--- src/rtl/uart_tx_scheduler.sv ---
// Round-robin scheduler sharing one SECDED UART transmit wrapper between
// NREQ requesters. Latches the winner's word/config, sequences the wrapper
// through load/start/frame/completion, and aborts on a clear-to-send timeout
// or on enable dropping. All outputs are registered.
module uart_tx_scheduler #(
    parameter int NREQ        = 4,
    parameter int CTS_TIMEOUT = 1024
) (
    input  logic               clk,
    input  logic               rst,
    input  logic               enable,
    input  logic [NREQ-1:0]    req,
    input  logic [NREQ*10-1:0] req_word,
    input  logic [NREQ*5-1:0]  req_config,
    output logic [NREQ-1:0]    ack,
    output logic [NREQ-1:0]    err,
    output logic [2:0]         grant_id,
    output logic               busy,
    output logic [15:0]        frames_sent,
    input  logic [1:0]         tx_status,
    input  logic               rx_rts,
    output logic               tx_ena,
    output logic               tx_loaded,
    output logic [4:0]         tx_config,
    output logic [9:0]         tx_word
);

    localparam int CW = (CTS_TIMEOUT > 2) ? $clog2(CTS_TIMEOUT) : 1;

    typedef enum logic [2:0] {
        S_IDLE,
        S_LOAD,
        S_WAIT_START,
        S_BUSY,
        S_DONE,
        S_ABORT
    } state_t;

    state_t          state, state_nx;
    logic [CW-1:0]   cnt, cnt_nx;
    logic            seen_stop, seen_nx;
    logic [2:0]      ptr;
    logic [2:0]      win;
    logic            found;
    logic [NREQ-1:0] grant_onehot;

    // rx_rts only matters to the wrapper; the timeout is a plain cycle bound.
    logic unused_rx_rts;
    assign unused_rx_rts = rx_rts;

    assign grant_onehot = {{(NREQ-1){1'b0}}, 1'b1} << grant_id;

    // Pick the first requester at or after ptr+1, wrapping modulo NREQ.
    always_comb begin
        int idx;
        found = 1'b0;
        win   = '0;
        idx   = 0;
        for (int i = 1; i <= NREQ; i++) begin
            idx = int'(ptr) + i;
            if (idx >= NREQ) idx = idx - NREQ;
            if (!found && req[idx]) begin
                found = 1'b1;
                win   = 3'(idx);
            end
        end
    end

    // Next-state, timeout counter and stop-seen tracking.
    always_comb begin
        state_nx = state;
        cnt_nx   = cnt;
        seen_nx  = seen_stop;
        case (state)
            S_IDLE: begin
                if (enable && found) state_nx = S_LOAD;
            end
            S_LOAD: begin
                cnt_nx   = '0;
                seen_nx  = 1'b0;
                state_nx = enable ? S_WAIT_START : S_ABORT;
            end
            S_WAIT_START: begin
                if (!enable)                           state_nx = S_ABORT;
                else if (tx_status != 2'd0)            state_nx = S_BUSY;
                else if (cnt == CW'(CTS_TIMEOUT - 1))  state_nx = S_ABORT;
                else                                   cnt_nx   = cnt + CW'(1);
            end
            S_BUSY: begin
                if (!enable) begin
                    state_nx = S_ABORT;
                end else begin
                    if (tx_status == 2'd3) seen_nx = 1'b1;
                    // Completion needs a STOP seen earlier, then IDLE status.
                    if (seen_stop && tx_status == 2'd0) state_nx = S_DONE;
                end
            end
            S_DONE: begin
                seen_nx  = 1'b0;
                state_nx = S_IDLE;
            end
            S_ABORT: begin
                seen_nx  = 1'b0;
                state_nx = S_IDLE;
            end
            default: state_nx = S_IDLE;
        endcase
    end

    // State register and registered outputs, aligned with the state they describe.
    always_ff @(posedge clk or posedge rst) begin
        if (rst) begin
            state       <= S_IDLE;
            cnt         <= '0;
            seen_stop   <= 1'b0;
            ptr         <= 3'(NREQ - 1);
            grant_id    <= 3'(NREQ - 1);
            ack         <= '0;
            err         <= '0;
            busy        <= 1'b0;
            frames_sent <= '0;
            tx_ena      <= 1'b0;
            tx_loaded   <= 1'b0;
            tx_config   <= '0;
            tx_word     <= '0;
        end else begin
            state     <= state_nx;
            cnt       <= cnt_nx;
            seen_stop <= seen_nx;
            tx_ena    <= enable && (state_nx != S_ABORT);
            tx_loaded <= (state_nx == S_LOAD);
            busy      <= (state_nx != S_IDLE);
            ack       <= '0;
            err       <= '0;
            // Word/config stay frozen from grant until the next grant.
            if (state == S_IDLE && state_nx == S_LOAD) begin
                grant_id  <= win;
                tx_word   <= req_word[win*10 +: 10];
                tx_config <= req_config[win*5 +: 5];
            end
            if (state_nx == S_DONE) begin
                ack         <= grant_onehot;
                frames_sent <= frames_sent + 16'd1;
                ptr         <= grant_id;
            end
            if (state_nx == S_ABORT) begin
                err <= grant_onehot;
                ptr <= grant_id;
            end
        end
    end

endmodule
--- config.mk ---
export PLATFORM = sky130hd
export DESIGN_NAME = uart_tx_scheduler
export DESIGN_NICKNAME = d
export VERILOG_FILES = /design/src/rtl/uart_tx_scheduler.sv
export SDC_FILE = /design/constraint.sdc
export NUM_CORES = 1
export LEC_CHECK = 0
export ABC_AREA = 1
export ABC_CLOCK_PERIOD_IN_PS = 6900
export CELL_PAD_IN_SITES_DETAIL_PLACEMENT = 0
export CELL_PAD_IN_SITES_GLOBAL_PLACEMENT = 1
export CORE_MARGIN = 2
export CORE_UTILIZATION = 36
export DETAILED_ROUTE_END_ITERATION = 7
export PLACE_DENSITY_LB_ADDON = 0.1
export REMOVE_ABC_BUFFERS = 1
export SLEW_MARGIN = 30
export SYNTH_ARGS = -nofsm -noshare
export SYNTH_HDL_FRONTEND = slang
export SYNTH_SLANG_ARGS = --single-unit
--- constraint.sdc ---
create_clock -name clk -period 6.9 [get_ports clk]
set_clock_uncertainty 0.2 [all_clocks]
set_input_delay 1.035 -clock clk [delete_from_list [all_inputs] [get_ports clk]]
set_output_delay 1.035 -clock clk [all_outputs]
set_load 0.03 [all_outputs]
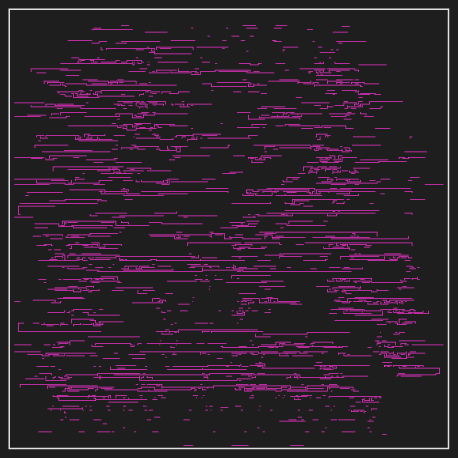
Fig. 1. M1 wires (run 1).
(4 px per µm)
nets with wire on the layer: 673
longest straight run: 29.7 µm
main direction: horizontal
share of all routed wire: 46%

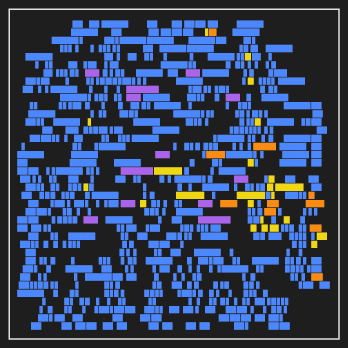
Fig. 2. Cells by drive strength (run 1).
(3 px per µm)
legend:
  _2 cells:
    color: yellow
    cells: 23
    most_used: nand2_2
  _3 and _4 cells:
    color: orange
    cells: 10
  _0 and _1 cells:
    color: blue
    cells: 641
    most_used: nand2_1
  _6 and larger:
    color: purple
    cells: 12
    most_used: clkbuf_8

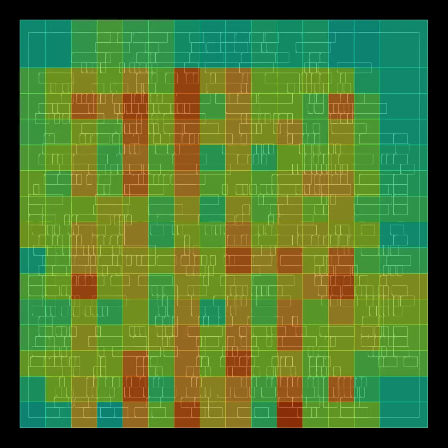
Fig. 3. Routing congestion map (run 1).
Routed wire per std cell: 12.11 µm
met1 usage: 0.2256

==> summary.txt, run 1 <==
run results: Cell Type Count 32, Initial DRT Pass Iterations 4, net switching fraction of the power 0.4819, reg2reg path depth 14, most frequent cells in the layout nand2_1, clkdlybuf4s50_1, inv_1, nand3_1, dfrtp_1, Fmax achieved 282.4 MHz, Leak 2.729 nW, Worst EP required 6.98 ns, die width 109.4 µm, chip height 109.4 µm, critical path arrival 3.62 ns, Hold Path Stages 2, tool warnings 27, Pint 1.132 mW, H-tree level count 3, Hold Path Origin tx_word[3], worst reg-to-reg setup slack 3.47 ns, Final Cycle Share 0.5131, register area share after synthesis 0.3891, Hold Buf Count CTS 0, crit-path max FO 31, yosys aoi share 0.03879, Worst VDD drop 220.1 µV, Core Area 10840 µm², P per Cell Area 406.5 nW/µm², Post-route DRC 0, Routed Wire Length 10.00 mm, antenna cell count 0, Iter 0 DRT Violations 174, largest net degree at the start of global routing 63, Hold WC Path Type flop to flop, Ports 115, Post-DRT Antenna Nets 0, Worst Setup End Kind flop, post-synthesis cell count from yosys 576, # fillers 1144, initial antenna violation count 0, Yosys Chip Area 4000 µm², final worst path period need 3.541 ns, most used cell, CP nand2_1, die area 11970 µm², slowest cell delay on critical path 0.51 ns, HPWL after DPL 7.141 mm, XORs/XNORs by Area 0.03722, Max Cap Viol 0, GRT Util Overall 0.1819, post-synth design cell area 4000 µm², Final setup viols 0, CTS tree built, fin util 0.4960, via count 3807, mux share 0, Synth Register Bits 62, flip-flop and latch area 1556 µm², share of the synthesized area in the top cell type 0.3628, crit path launch type input pin, Insertion Delay late pin 0.34 ns, Initial Utilization 0.3690, CTS resizes 0, grt ovf 0, Row Count 38, CP Cell Sequence clkdlybuf4s50_1, inv_1, nand2_1, nand3_1, nand2_2, inv_2, nand4_1, nand2_2, nand2_2, nand2_1, nand3_1, nand2_1, nand2_1, nand2_1, max-slew headroom at the worst pin 0.4618, Post-CTS Setup Bufs 0, most instantiated logic cell after routing nand2_1, Fin. Hold Viols 0, PortBufs 113, Slowest-stage cell, CP nand2_2, RSZ-0062 raised after global routing false, share of layout cells above drive strength 1 0.06560, vias per cell 4.609, Hold Slack 0.2790 ns, CTS Sinks 62, Root Driver clkbuf_8, Final Wtd Congestion 0.8307, clock power share 0.175, Sw Pwr 1.053 mW, synthesized instance count 576, status finished clean, Hold EP tx_word[3]
[run 1: layout make-up]
class	count	area share
repair buffers	114	0.2118
inverters	99	0.06958
well taps	140	0.03258
clock inverters	4	0.01769
multi-input cells	395	0.3537
clock buffers	12	0.02513
flip-flops and latches	62	0.2895
[run 1: Yosys cell counts]
master and instances:
nand2_1 190, inv_1 95, nand3_1 89, dfrtp_1 58
nor2_1 39, xnor2_1 11, buf_6 10, o21ai_0 10
nand2_2 9, a21oi_1 8, buf_2 6, xor2_1 6
dfstp_2 4, ha_1 4, nand4_1 4, nor3_1 4
o21ai_1 4, buf_4 3, inv_2 3, a31oi_1 2
nand2_4 2, nand3_4 2, nor2_2 2, nor2_4 2
nor3b_1 2, a21oi_4 1, clkbuf_2 1, inv_4 1
nand3_2 1, nand4_4 1, o21a_1 1, o21ai_2 1
[run 1: power groups by stage]
stage | clock (mW) | combinational (mW) | sequential (mW)
2_1_floorplan | 0 | 0.741 | 0.669
3_3_place_gp | 0 | 1.27 | 0.546
3_5_place_dp | 0 | 1.28 | 0.547
4_1_cts | 0.395 | 1.28 | 0.542
5_1_grt | 0.413 | 1.43 | 0.555
6_report | 0.382 | 1.26 | 0.542
[run 1: critical path: cells and delay by family]
family / cells / cell delay, ns
buffers and inverters: 3 / 0.66
and+or+nand+nor: 11 / 1.90
[run 1: how the worst max path moves through the flow]
stage,startpoint,to,slack [ns],cells past startpoint
global route,req[1],tx_word[4],3.04,13
global placement,req[2],tx_config[3],2.65,13
floorplan,req[2],tx_config[0],3.88,12
finish,req[0],tx_word[5],3.36,14
detailed placement,req[0],tx_word[6],2.98,14
CTS,req[0],tx_config[3],3.33,14
[run 1: through the flow]
stage	worst slack (ns)	std cells	total power, mW
3_3_place_gp	2.649	810	1.818
6_report	3.359	826	2.186
2_1_floorplan	3.876	556	1.410
3_5_place_dp	2.976	810	1.826
4_1_cts	3.331	826	2.222
5_1_grt	3.045	826	2.398
[run 1: metal layers]
metal | wire (µm) | track usage
met1 | 4561 | 0.2256
met4 | 95 | 0.04340
met3 | 558 | 0.05631
met5 | 0 | 0
met2 | 4788 | 0.3091
[run 1: flip-flops by register name, summed over array words and instances, names as in the netlist]
signal and count:
busy 1, state 3, tx_ena 1, cnt 10, err 4, ack 4, seen_stop 1, tx_config 5
grant_id 3, frames_sent 16, tx_loaded 1, tx_word 10, ptr 3
[run 1: cells by family (layout without fill, tap and decap cells)]
| kind of cell | Yosys count | count (layout) |
|---|---|---|
| AOI/OAI and AO/OA | 27 | 27 |
| xor gates and xnor gates | 17 | 17 |
| adders and majority gates | 4 | 4 |
| buffers and inverters | 119 | 229 |
| DFF | 62 | 62 |
| and+or+nand+nor | 347 | 347 |
## Run 2: what changed since run 1
ABC_CLOCK_PERIOD_IN_PS = 3100   (was 6900)
CORE_UTILIZATION = 30   (was 36)
clock period = 3.1 ns   (was 6.9 ns; I/O delays follow)
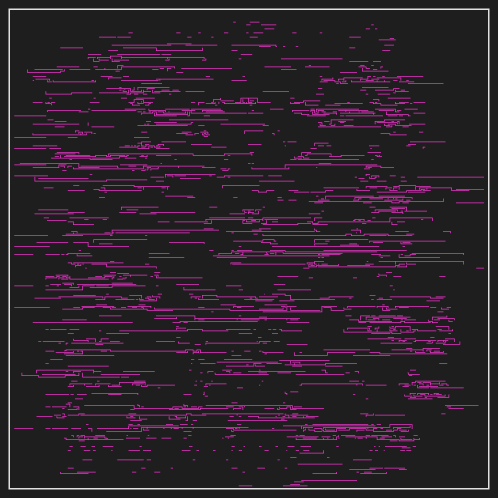
Fig. 4. M1 wires (run 2).
(4 px per µm)
share of all routed wire: 47%
main direction: horizontal

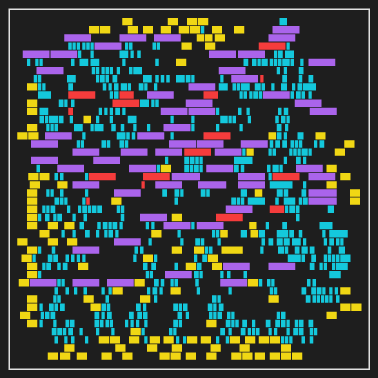
Fig. 5. Placed cells, one color a class (run 2).
(3 px per µm)
legend:
  combinational and other logic:
    color: cyan
    cells: 494
    share_of_their_area: 43%
  flops:
    color: purple
    cells: 62
    share_of_their_area: 29%
  other buffers and delay cells:
    color: yellow
    cells: 123
    share_of_their_area: 23%
  clock drivers and dummy loads:
    color: red
    cells: 16
    share_of_their_area: 5.3%

==> summary.txt, run 2 <==
run results: Post-DRT Antenna Nets 0 (unchanged), first-pass GRT wire length 18.45 mm, final max-slew violation count 0, largest net degree at the start of global routing 36 (-43%), maximum root-to-sink buffer count 2, most frequent cells in the layout nand2_1, clkdlybuf4s50_1, inv_1, nand3_1, dfrtp_1, H-tree level count 3 (unchanged), tool warnings 27 (unchanged), P per Cell Area 927.7 nW/µm² (+130%), status finished clean, count leader, synth nand2_1, grt peak-use layer met2, register area share after synthesis 0.3891 (unchanged), PortBufs 113 (unchanged), chip height 119.5 µm (+9.2%), initial antenna violation count 0 (unchanged), YS warnings 0, yosys simple share 0.3863, Fmax achieved 354.1 MHz, Main area contributors dfrtp_1, nand2_1, nand3_1, inv_1, nor2_1, Post-route DRC 0 (unchanged), CTS resizes 0 (unchanged), Core Area 13140 µm² (+21%), Tightest Pin Transition 0.5003 ns, CTS Sinks 62 (unchanged), Hold Path Origin tx_word[3], synthesized instance count 576 (unchanged), Most flops, register frames_sent, Cell Type Count 32 (unchanged), reg2reg path depth 14 (unchanged), Insertion Delay late pin 0.33 ns (about the same), GRT Util Overall 0.1629 (-0.01902), Avg Cell Area, Syn 6.945 µm², Setup TNS 0 ns, Hold Path Stages 2 (unchanged), crit path launch type flop, Root Driver clkbuf_16, Placed Cells 855 (+5.6%), nets 764, Ports 115 (unchanged), Synth area leader dfrtp_1, Clk pin slew, worst setup/hold paths 0.05 ns, Worst Path Class, Setup flop to flop, Post-synth top cells nand2_1, inv_1, nand3_1, CTS tree built, yosys aoi share 0.03879 (unchanged), Main synth FF type dfrtp_1, Iter 0 DRT Violations 211 (+21%), Fin. Hold Viols 0 (unchanged), Routed wire per std cell 12.54 µm (+3.5%), final worst path period need 2.824 ns, Yosys Chip Area 4000 µm² (unchanged), number of CTS-inserted buffers 9, critical path arrival 2.84 ns (-0.78 ns), post-synth design cell area 4000 µm² (unchanged), Area Growth Syn to Fin 38.79%, die area 14270 µm² (+19%), Worst EP required 3.11 ns (-3.87 ns), Largest logic family simple AND/OR/NAND/NOR gates, most instantiated logic cell after routing nand2_1, Final Wtd Congestion 0.8018 (-3.5%), share of layout cells above drive strength 1 0.07626 (+0.01066), Final Cycle Share 0.9109, crit-path max FO 30 (-3.2%), worst reg-to-reg setup slack 0.28 ns (-3.19 ns), RR Endpoint tx_config[4], post-synthesis cell count from yosys 576 (unchanged), met1 usage 0.2066 (-0.01905), Max Cap Viol 0 (unchanged), HPWL after DPL 8.057 mm (+13%), Post-CTS Setup Bufs 0 (unchanged), registers with the most flip-flops frames_sent x16, cnt x10, tx_word x10, die width 119.5 µm (+9.2%), vias per cell 4.433 (-3.8%), max reg flops 16 (unchanged), Post-Layout Cell Count 871 (+5.4%), Initial Utilization 0.3045 (-0.06452), via count 3861 (+1.4%), FFs w/ async S/R, synth 1.000 (unchanged), met2 Use GR 0.2739 (-0.03515), met3 global-route usage 0.03975 (-0.01656), Hold EP tx_word[3], number of global-route vias before repair 3767, grt ovf 0 (unchanged), reg2reg start ptr[1], mux share 0 (unchanged), Final setup viols 0 (unchanged), Row Count 42 (+11%), Hold Slack 0.2782 ns (-0.0007350 ns), Synth Register Bits 62 (unchanged), Leak 2.801 nW (+2.6%), share of the synthesized area in the top cell type 0.3628 (unchanged), RSZ-0062 raised after global routing false, Hold WC Path Type flop to flop, max-slew headroom at the worst pin 0.6657 (+0.2039), Routed Wire Length 10.92 mm (+9.1%), XORs/XNORs by Area 0.03722 (unchanged), FA/HA/MAJ Cells, Area Fraction 0.01251, Initial DRT Pass Iterations 4 (unchanged), antenna cell count 0 (unchanged), EDFF count, synth 0 (unchanged), Worst Setup End Kind flop, Hold Buf Count CTS 0 (unchanged), Worst VDD drop 368.3 µV (+67%)
run 2: cells by family (layout without fill, tap and decap cells):
logic type	count (synthesis)	in the layout
simple gates	347	347
buf+inv	119	238
flops	62	62
compound gates	27	27
xor+xnor	17	17
fa+ha+maj	4	4
run 2: power by group:
group | leakage [nW] | switching (mW) | internal, mW
registers | 0.812 | 0.169 | 1.04
logic | 1.85 | 1.91 | 1.07
clock network | 0.140 | 0.350 | 0.606
run 2: worst max path at each step:
| stage | start | endpoint | slack, ns | cells after the start |
|---|---|---|---|---|
| 5_1_grt | ptr[1] | tx_word[0] | 0.003 | 14 |
| 3_5_place_dp | ptr[1] | tx_config[2] | 0.28 | 13 |
| 3_3_place_gp | ptr[1] | tx_word[6] | 0.31 | 13 |
| 6_report | ptr[1] | tx_config[4] | 0.28 | 14 |
| 4_1_cts | ptr[1] | tx_config[2] | 0.26 | 13 |
| 2_1_floorplan | ptr[0] | tx_config[0] | 0.10 | 13 |
run 2: through the flow:
step | util | total power [mW] | area, µm² | setup WS, ns
CTS | 0.4226 | 5.235 | 5552 | 0.2643
floorplan | - | 3.139 | 3830 | 0.1039
detailed placement | 0.4010 | 4.246 | 5269 | 0.2773
finish | 0.4226 | 5.150 | 5552 | 0.2762
global route | 0.4226 | 5.637 | 5552 | 0.002867
global placement | 0.4010 | 4.235 | 5269 | 0.3110
run 2: cell type report:
type / instances / area (µm²)
tap: 176 / 220.2
timing repair buffer: 123 / 1219
clock inverter: 1 / 5.005
sequential: 62 / 1556
inverter: 99 / 374.1
clock buffer: 15 / 277.8
fill: 1436 / 7586
multi-input combinational: 395 / 1899
run 2: critical path, cell delays in order, from the launching register on:
cell and delay [ns]:
dfstp_2 0.61, inv_1 0.15, ha_1 0.37, inv_1 0.09, nand3_1 0.14, nand2_2 0.10, inv_2 0.08, nand4_1 0.15
nand2_2 0.12, buf_4 0.31, nand3_1 0.12, nand3_1 0.10, nand2_1 0.06, nand2_1 0.06, nand2_1 0.05
run 2: routing by layer:
metal / vias up / part of all wire
met5: - / 0
met4: 0 / 0.011
met3: 8 / 0.048
met2: 77 / 0.48
met1: 1785 / 0.47
li1: 1991 / -
## Run 3: what changed since run 2
CORE_MARGIN = 1   (was 2)
REMOVE_ABC_BUFFERS = default   (was 1)
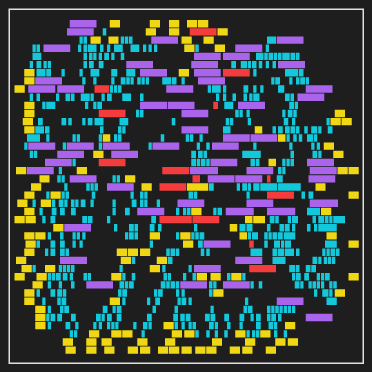
Fig. 6. Placed cells, one color a class (run 3).
(3 px per µm)
legend:
  other buffers and delay cells:
    color: yellow
    cells: 122
    share_of_their_area: 23%
  clock drivers and dummy loads:
    color: red
    cells: 15
    share_of_their_area: 5.4%
  combinational and other logic:
    color: cyan
    cells: 494
    share_of_their_area: 43%
  flops:
    color: purple
    cells: 62
    share_of_their_area: 29%

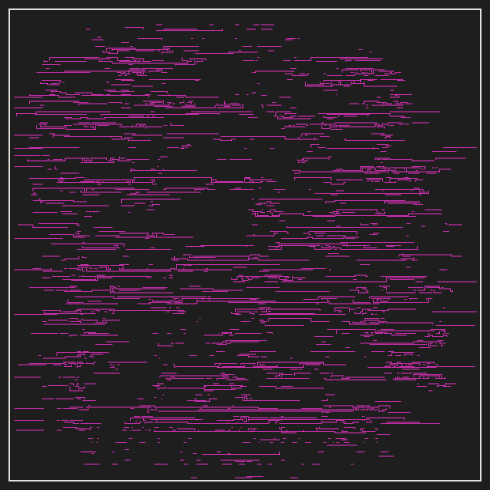
Fig. 7. M1 wires (run 3).
(4 px per µm)
nets with wire on the layer: 681
share of all routed wire: 48%
longest straight run: 48.8 µm
main direction: horizontal
wire length on this layer: 5240 µm

==> summary.txt, run 3 <==
run results: Cell Type Count 32 (unchanged), final worst path period need 2.856 ns (+0.03199 ns), P per Cell Area 929.3 nW/µm² (+0.17%), antenna cell count 0 (unchanged), Hold Buf Count CTS 0 (unchanged), Main synth FF type dfrtp_1, reg2reg path depth 14 (unchanged), Clk pin slew, worst setup/hold paths 0.05 ns (about the same), Routed wire per std cell 12.52 µm (about the same), FFs w/ async S/R, synth 1.000 (unchanged), share of layout cells above drive strength 1 0.07648 (+0.0002201), Area Growth Syn to Fin 38.76% (about the same), Setup TNS 0 ns (unchanged), post-synthesis cell count from yosys 576 (unchanged), mux share 0 (unchanged), Hold Path Origin tx_word[9], critical path arrival 2.92 ns (+0.08 ns), chip height 117.5 µm (-1.7%), most frequent cells in the layout nand2_1, clkdlybuf4s50_1, inv_1, nand3_1, dfrtp_1, Post-DRT Antenna Nets 0 (unchanged), die area 13800 µm² (-3.3%), crit-path max FO 15 (-50%), Final setup viols 0 (unchanged), Fin. Hold Viols 0 (unchanged), number of global-route vias before repair 3957 (+5.0%), grt ovf 0 (unchanged), GRT Util Overall 0.1709 (+0.008054), Tightest Pin Transition 0.6718 ns (+0.1715 ns), Synth area leader dfrtp_1, Avg Cell Area, Syn 6.945 µm² (unchanged), first-pass GRT wire length 18.87 mm (+2.3%), crit path launch type flop, Worst Setup End Kind flop, synthesized instance count 576 (unchanged), CP Cell Sequence inv_1, ha_1, inv_1, nand3_1, nand2_2, inv_2, nand2_2, o21ai_2, inv_2, nand2_2, nand3_1, nand2_1, nand2_1, nand2_1, final max-slew violation count 0 (unchanged), via count 3832 (-0.75%), slowest cell delay on critical path 0.61 ns (about the same), nets 763 (-0.13%), Most flops, register frames_sent, most instantiated logic cell after routing nand2_1, Initial Utilization 0.3119 (+0.007426), status finished clean, count leader, synth nand2_1, Root Driver clkbuf_16, YS warnings 0 (unchanged), post-synth design cell area 4000 µm² (unchanged), Main area contributors dfrtp_1, nand2_1, nand3_1, inv_1, nor2_1, Insertion Delay late pin 0.33 ns (about the same), CTS Sinks 62 (unchanged), Initial DRT Pass Iterations 4 (unchanged), XORs/XNORs by Area 0.03722 (unchanged), Post-CTS Setup Bufs 0 (unchanged), initial antenna violation count 0 (unchanged), Synth Register Bits 62 (unchanged), Fmax achieved 350.2 MHz (-1.1%), H-tree level count 3 (unchanged), registers with the most flip-flops frames_sent x16, cnt x10, tx_word x10, maximum root-to-sink buffer count 2 (unchanged), Final Wtd Congestion 0.8418 (+5.0%), share of the synthesized area in the top cell type 0.3628 (unchanged), Core Area 12820 µm² (-2.4%), vias per cell 4.430 (about the same)
==> run 3: through the flow <==
step                instances    util  cell area (µm²)  setup slack [ns]  hold WS (ns)
finish                    865  0.4328             5550            0.2442        0.2752
global route              865  0.4328             5550           0.07282        0.2921
CTS                       865  0.4325             5547            0.2401        0.2778
detailed placement        850  0.4099             5256            0.2614        0.2641
global placement          850  0.4099             5256            0.2321        0.2649
floorplan                 576       -             4000            0.5873        0.2629
==> run 3: cell families after synthesis <==
kind of cell | count (synthesis)
and+or+nand+nor | 347
buffers and inverters | 119
DFF | 62
AOI/OAI and AO/OA | 27
xor gates and xnor gates | 17
adders and majority gates | 4
==> run 3: worst max path at each step <==
stage           start      endpoint  slack (ns)  depth (start not counted)
2_1_floorplan  ptr[0]   grant_id[2]        0.59                         15
3_3_place_gp   ptr[1]    tx_word[6]        0.23                         13
3_5_place_dp   ptr[1]  tx_config[1]        0.26                         14
4_1_cts        ptr[1]  tx_config[1]        0.24                         14
5_1_grt        ptr[1]  tx_config[1]        0.07                         14
6_report       ptr[1]  tx_config[1]        0.24                         14
==> run 3: per-layer routing <==
layer  vias up  global-route usage  routed length (µm)
met5         -                   0                   0
met4         0             0.05769                 180
met3        14             0.04021                 488
met2        77              0.2840                4922
met1      1753              0.2176                5240
li1       1988                   -                   -
==> run 3: layout make-up <==
cell class                      instances  area, µm²
Tap cell                              172      215.2
Fill cell                            1389       7274
Multi-Input combinational cell        395       1899
Timing Repair Buffer                  122       1215
Inverter                               99      374.1
Clock buffer                           11      242.7
Clock inverter                          4      47.55
Sequential cell                        62       1556
==> run 3: report_power, final <==
part           internal, mW  switching [mW]
Sequential             1.04           0.175
Clock                 0.636           0.354
Combinational          1.04            1.91
==> run 3: worst max-delay path, delay by kind of cell, from the launching register on <==
kind / cells / cell delay [ns]
compound gates: 1 / 0.22
flops: 1 / 0.61
simple gates: 8 / 1.00
buf+inv: 4 / 0.38
fa+ha+maj: 1 / 0.39
Power is estimated from default activity; no workload was simulated.
